### Port wiring, run 1

Bar = 20 microns.
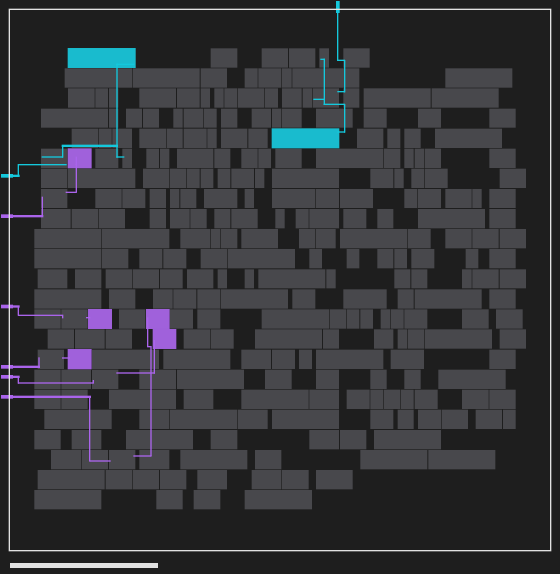
### Metal 1, run 1

Supply wires on this layer in grey.
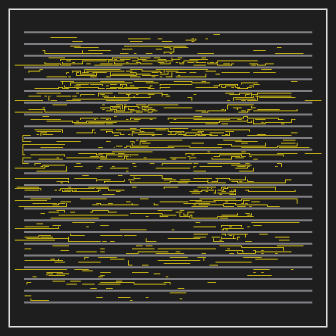
### Zoomed window, run 1

Bar = 10 microns. Window x 22 to 52, y 22 to 52 microns. Cells in grey, sequential cells in the stronger grey; small squares are vias.
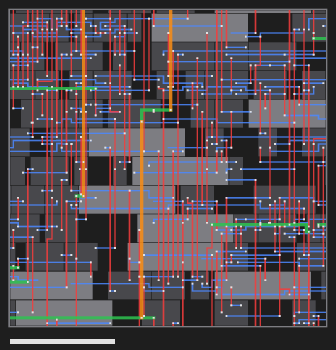
## config.mk

```make
export PLATFORM = sky130hd
export DESIGN_NAME = pipe_control_unit
export DESIGN_NICKNAME = d
export VERILOG_FILES = /design/src/rtl/pipe_control_unit.sv
export SDC_FILE = /design/constraint.sdc
export NUM_CORES = 1
export LEC_CHECK = 0
export CORE_MARGIN = 3
export CORE_UTILIZATION = 50
export CTS_BUF_LIST = sky130_fd_sc_hd__clkbuf_4 sky130_fd_sc_hd__clkbuf_8 sky130_fd_sc_hd__clkbuf_16
export CTS_CLUSTER_SIZE = 20
export DETAILED_ROUTE_END_ITERATION = 7
export PLACE_DENSITY = 0.87
export SYNTH_ARGS = -nofsm -noshare
export SYNTH_HDL_FRONTEND = slang
export SYNTH_SLANG_ARGS = --single-unit
```

## constraint.sdc

```tcl
create_clock -name clk -period 3.75 [get_ports clk]
set_clock_uncertainty 0.05 [all_clocks]
set_input_delay 0.5625 -clock clk [delete_from_list [all_inputs] [get_ports clk]]
set_output_delay 0.5625 -clock clk [all_outputs]
set_load 0.01 [all_outputs]
```

## src/rtl/pipe_control_unit.sv

```systemverilog
// Pipelined control unit for the 5-stage RV32 core: ID decode, ID/EX -> EX/MEM -> MEM/WB
// control registers, load-use hazard detection, branch flush, global freeze and stall counter.
module pipe_control_unit #(
  parameter int REG_ADDR_W = 5,
  parameter int ALUOP_W    = 2,
  parameter int HAZARD_EN  = 1,
  parameter int CNT_W      = 16
) (
  input  logic                  clk,
  input  logic                  rst_n,
  input  logic [6:0]            opcode_id,
  input  logic [REG_ADDR_W-1:0] rs1_id,
  input  logic [REG_ADDR_W-1:0] rs2_id,
  input  logic [REG_ADDR_W-1:0] rd_id,
  input  logic                  flush_ex,
  input  logic                  freeze,
  output logic                  ex_alusrc,
  output logic                  ex_branch,
  output logic                  ex_jump,
  output logic [ALUOP_W-1:0]    ex_aluop,
  output logic                  ex_memread,
  output logic [REG_ADDR_W-1:0] ex_rd,
  output logic                  mem_memread,
  output logic                  mem_memwrite,
  output logic [REG_ADDR_W-1:0] mem_rd,
  output logic                  wb_regwrite,
  output logic                  wb_memtoreg,
  output logic [REG_ADDR_W-1:0] wb_rd,
  output logic                  pc_write,
  output logic                  ifid_write,
  output logic                  ifid_flush,
  output logic                  illegal_id,
  output logic [CNT_W-1:0]      stall_count
);

  localparam logic [6:0] OP_R    = 7'b0110011;
  localparam logic [6:0] OP_I    = 7'b0010011;
  localparam logic [6:0] OP_LW   = 7'b0000011;
  localparam logic [6:0] OP_SW   = 7'b0100011;
  localparam logic [6:0] OP_BEQ  = 7'b1100011;
  localparam logic [6:0] OP_JAL  = 7'b1101111;
  localparam logic [6:0] OP_JALR = 7'b1100111;
  localparam logic [6:0] OP_LUI  = 7'b0110111;

  logic               d_alusrc, d_memtoreg, d_regwrite, d_memread, d_memwrite, d_branch, d_jump;
  logic [ALUOP_W-1:0] d_aluop;
  logic               use_rs1, use_rs2;
  logic               load_use_stall;

  logic               ex_memtoreg, ex_regwrite, ex_memwrite;
  logic               mem_regwrite, mem_memtoreg;

  always_comb begin
    d_alusrc   = 1'b0;
    d_memtoreg = 1'b0;
    d_regwrite = 1'b0;
    d_memread  = 1'b0;
    d_memwrite = 1'b0;
    d_branch   = 1'b0;
    d_jump     = 1'b0;
    d_aluop    = '0;
    use_rs1    = 1'b0;
    use_rs2    = 1'b0;
    illegal_id = 1'b0;
    case (opcode_id)
      OP_R:    begin d_regwrite = 1'b1; d_aluop = ALUOP_W'(2'b10); use_rs1 = 1'b1; use_rs2 = 1'b1; end
      OP_I:    begin d_alusrc = 1'b1; d_regwrite = 1'b1; use_rs1 = 1'b1; end
      OP_LW:   begin
        d_alusrc = 1'b1; d_memtoreg = 1'b1; d_regwrite = 1'b1; d_memread = 1'b1; use_rs1 = 1'b1;
      end
      OP_SW:   begin d_alusrc = 1'b1; d_memwrite = 1'b1; use_rs1 = 1'b1; use_rs2 = 1'b1; end
      OP_BEQ:  begin d_branch = 1'b1; d_aluop = ALUOP_W'(2'b01); use_rs1 = 1'b1; use_rs2 = 1'b1; end
      OP_JAL:  begin d_regwrite = 1'b1; d_jump = 1'b1; end
      OP_JALR: begin d_alusrc = 1'b1; d_regwrite = 1'b1; d_jump = 1'b1; use_rs1 = 1'b1; end
      OP_LUI:  begin d_alusrc = 1'b1; d_regwrite = 1'b1; d_aluop = ALUOP_W'(2'b11); end
      default: illegal_id = 1'b1;
    endcase
  end

  // x0 is never a real producer, so a pending load to it cannot stall.
  always_comb begin
    load_use_stall = (HAZARD_EN != 0) && ex_memread && (ex_rd != '0) &&
                     ((use_rs1 && (rs1_id == ex_rd)) || (use_rs2 && (rs2_id == ex_rd)));
  end

  assign pc_write   = ~freeze & ~(load_use_stall & ~flush_ex);
  assign ifid_write = pc_write;
  assign ifid_flush = flush_ex & ~freeze;

  always_ff @(posedge clk or negedge rst_n) begin
    if (!rst_n) begin
      ex_alusrc    <= 1'b0;
      ex_memtoreg  <= 1'b0;
      ex_regwrite  <= 1'b0;
      ex_memread   <= 1'b0;
      ex_memwrite  <= 1'b0;
      ex_branch    <= 1'b0;
      ex_jump      <= 1'b0;
      ex_aluop     <= '0;
      ex_rd        <= '0;
      mem_memread  <= 1'b0;
      mem_memwrite <= 1'b0;
      mem_regwrite <= 1'b0;
      mem_memtoreg <= 1'b0;
      mem_rd       <= '0;
      wb_regwrite  <= 1'b0;
      wb_memtoreg  <= 1'b0;
      wb_rd        <= '0;
      stall_count  <= '0;
    end else if (!freeze) begin
      // Flush and stall both insert a bubble into EX; older stages always advance.
      if (flush_ex || load_use_stall) begin
        ex_alusrc   <= 1'b0;
        ex_memtoreg <= 1'b0;
        ex_regwrite <= 1'b0;
        ex_memread  <= 1'b0;
        ex_memwrite <= 1'b0;
        ex_branch   <= 1'b0;
        ex_jump     <= 1'b0;
        ex_aluop    <= '0;
        ex_rd       <= '0;
      end else begin
        ex_alusrc   <= d_alusrc;
        ex_memtoreg <= d_memtoreg;
        ex_regwrite <= d_regwrite;
        ex_memread  <= d_memread;
        ex_memwrite <= d_memwrite;
        ex_branch   <= d_branch;
        ex_jump     <= d_jump;
        ex_aluop    <= d_aluop;
        ex_rd       <= illegal_id ? '0 : rd_id;
      end
      mem_memread  <= ex_memread;
      mem_memwrite <= ex_memwrite;
      mem_regwrite <= ex_regwrite;
      mem_memtoreg <= ex_memtoreg;
      mem_rd       <= ex_rd;
      wb_regwrite  <= mem_regwrite;
      wb_memtoreg  <= mem_memtoreg;
      wb_rd        <= mem_rd;
      if (!flush_ex && load_use_stall && (stall_count != {CNT_W{1'b1}}))
        stall_count <= stall_count + {{(CNT_W-1){1'b0}}, 1'b1};
    end
  end

endmodule

```

==> metrics.cfg, run 1 <==
[setup_path]
critPathTopFamily = buffers and inverters
critical-path-max-stage-delay_ns = 0.70
arrival_ns = 2.69

[run_status]
status = finished, final reports clean

[route]
drt_iter0_drc = 148
routed_wirelength_microns = 5270
viasPerCell = 5.73
first_pass_iters = 4

[cells_and_area]
instances_no_fill = 324
final_area_sq_um = 3050
nets = 301

[sta]
finalClockPeriodUsage_pct = 88.0
final_max_slew_viol_count = 0

[yosys]
yosysWarnings = 0
yosysTopAreaCell = dfrtp_1
syn_inst = 203
xor_share_pct = 9.33

[grt]
grt_pass1_vias = 1833
grt-ovfl-total = 0

[placement]
gp_congestion = 0.827

[pwr]
power_top_consumer = registers
seq_power_mw = 0.481

[floorplanning]
rows = 23
ios = 71

Back to the opening pictures, 'Port wiring':
legend:
  cyan:
    port: `ex_aluop`
    bits: 2
    direction: output
    end_cells: 2
    buffers: 2
    wire: 64.2 microns
  purple:
    port: `rd_id`
    bits: 5
    direction: input
    end_cells: 5
    buffers: 5
    wire: 91.5 microns

Back to the opening pictures, 'Metal 1':
main direction: horizontal
longest straight run: 17.5 microns
share of all routed wire: 43%
wire length on this layer: 2250 microns

Back to the opening pictures, 'Zoomed window':
legend:
  red:
    layer: M2
  green:
    layer: M3
  blue:
    layer: M1
  orange:
    layer: M4
netlist names of flops here include: `stall_count` (4), `ex_rd` (2)
cells with their middle in the window: 68
most frequent: dfrtp_1 (10)
sequential cells in the window: 10

run 1: layout make-up:
cell class	instances	area, sq um	area share [%]
inverters	5	18.8	0.616
flip-flops and latches	44	1100	36.1
well taps	50	62.6	2.05
multi-input cells	147	1080	35.5
clock buffers	6	76.3	2.50
clock inverters	1	5.00	0.164
repair buffers	71	703	23.1
run 1: worst max-delay path by stage:
stage               slack, ns  depth (start not counted)         end         start
floorplan                1.43                          5    pc_write      ex_rd[1]
global placement         0.51                          8  ifid_write  opcode_id[2]
detailed placement       0.48                          8    pc_write  opcode_id[6]
CTS                      0.47                          8    pc_write  opcode_id[6]
global route             0.33                          8    pc_write  opcode_id[2]
finish                   0.45                          8    pc_write  opcode_id[6]
### Wiring by layer, run 1

Only two layers are drawn.
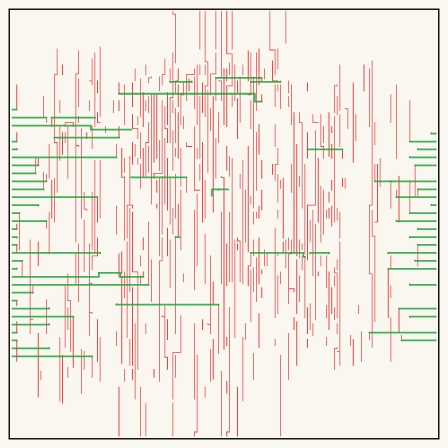

--- run 2 (diff from run 1) ---
--- a/config.mk
+++ b/config.mk
@@ -5,11 +5,13 @@
 export SDC_FILE = /design/constraint.sdc
 export NUM_CORES = 1
 export LEC_CHECK = 0
+export CORE_ASPECT_RATIO = 0.6
 export CORE_MARGIN = 3
 export CORE_UTILIZATION = 50
 export CTS_BUF_LIST = sky130_fd_sc_hd__clkbuf_4 sky130_fd_sc_hd__clkbuf_8 sky130_fd_sc_hd__clkbuf_16
 export CTS_CLUSTER_SIZE = 20
 export DETAILED_ROUTE_END_ITERATION = 7
+export GPL_ROUTABILITY_DRIVEN = 0
 export PLACE_DENSITY = 0.87
 export SYNTH_ARGS = -nofsm -noshare
 export SYNTH_HDL_FRONTEND = slang
### Wiring by layer, run 2

Only two layers are drawn.
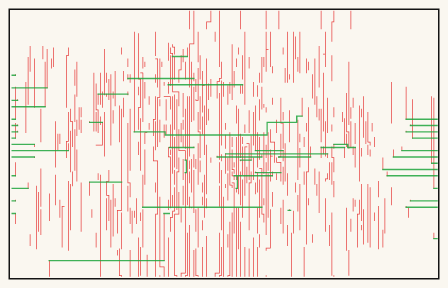
legend:
  red:
    layer: M2
    wire_length: 2660 microns
  green:
    layer: M3
    wire_length: 352 microns

==> metrics.cfg, run 2 <==
[yosys]
syn_inst = 203
yosysTopAreaCell = dfrtp_1
xor_share_pct = 9.33
area_leaders = dfrtp_1 (49%), mux2_2 (8.0%), xnor2_1 (6.6%)
yosysWarnings = 0
ys_top_logic_family = simple AND/OR/NAND/NOR gates

[grt]
grt_util_all_layers_pct = 23.2
grt-ovfl-total = 0
grt_pass1_vias = 1834

[sta]
fin_ws_ns = 0.388
finalSetupViolCount = 0
finalClockPeriodUsage_pct = 89.7
final_max_slew_viol_count = 0

[clock_tree]
cts_buffers = 5
cts_hold_buf = 0

[flow_run]
log.warning_count = 26

[setup_path]
critical-path-max-stage-delay_ns = 0.59
critPathSlowestCell = clkdlybuf4s50_1
critPathTopFamily = buffers and inverters
critPathLaunch = opcode_id[6]
critPathCapture = pc_write
arrival_ns = 2.75
path_cells = clkdlybuf4s50_1, nand2_1, nand4_1, nor4_1, a41o_1, nor2b_1, a21oi_1, clkdlybuf4s50_1
crit_cells = 8

[floorplanning]
ios = 71
rows = 18

[pwr]
powerDensity_nw_per_um2 = 290
power_top_consumer = registers
seq_power_mw = 0.481

[cells_and_area]
instances_no_fill = 336
final_area_sq_um = 3080
nets = 302
layout_top_cells = clkdlybuf4s50_1 (69), dfrtp_1 (44), xnor2_1 (17), nand2_1 (16), mux2_2 (16)

[route]
routed_wirelength_microns = 5660
drt_iter0_drc = 161
first_pass_iters = 4
viasPerCell = 5.58

[run_status]
status = finished, final reports clean

[run 2: layout make-up]
type                    instances  area, sq um  share of cell area, %
inverters                       5         18.8                  0.609
flip-flops and latches         44         1100                   35.7
multi-input cells             147         1080                   35.1
clock buffers                   8         97.6                   3.16
well taps                      60         75.1                   2.43
repair buffers                 72          711                   23.0
[run 2: kinds of logic (layout without fill, tap and decap cells)]
logic type,count (synthesis),in the layout
muxes,17,17
and+or+nand+nor,79,79
buffers and inverters,12,85
DFF,44,44
adders and majority gates,1,1
xor gates and xnor gates,24,24
AOI/OAI and AO/OA,26,26
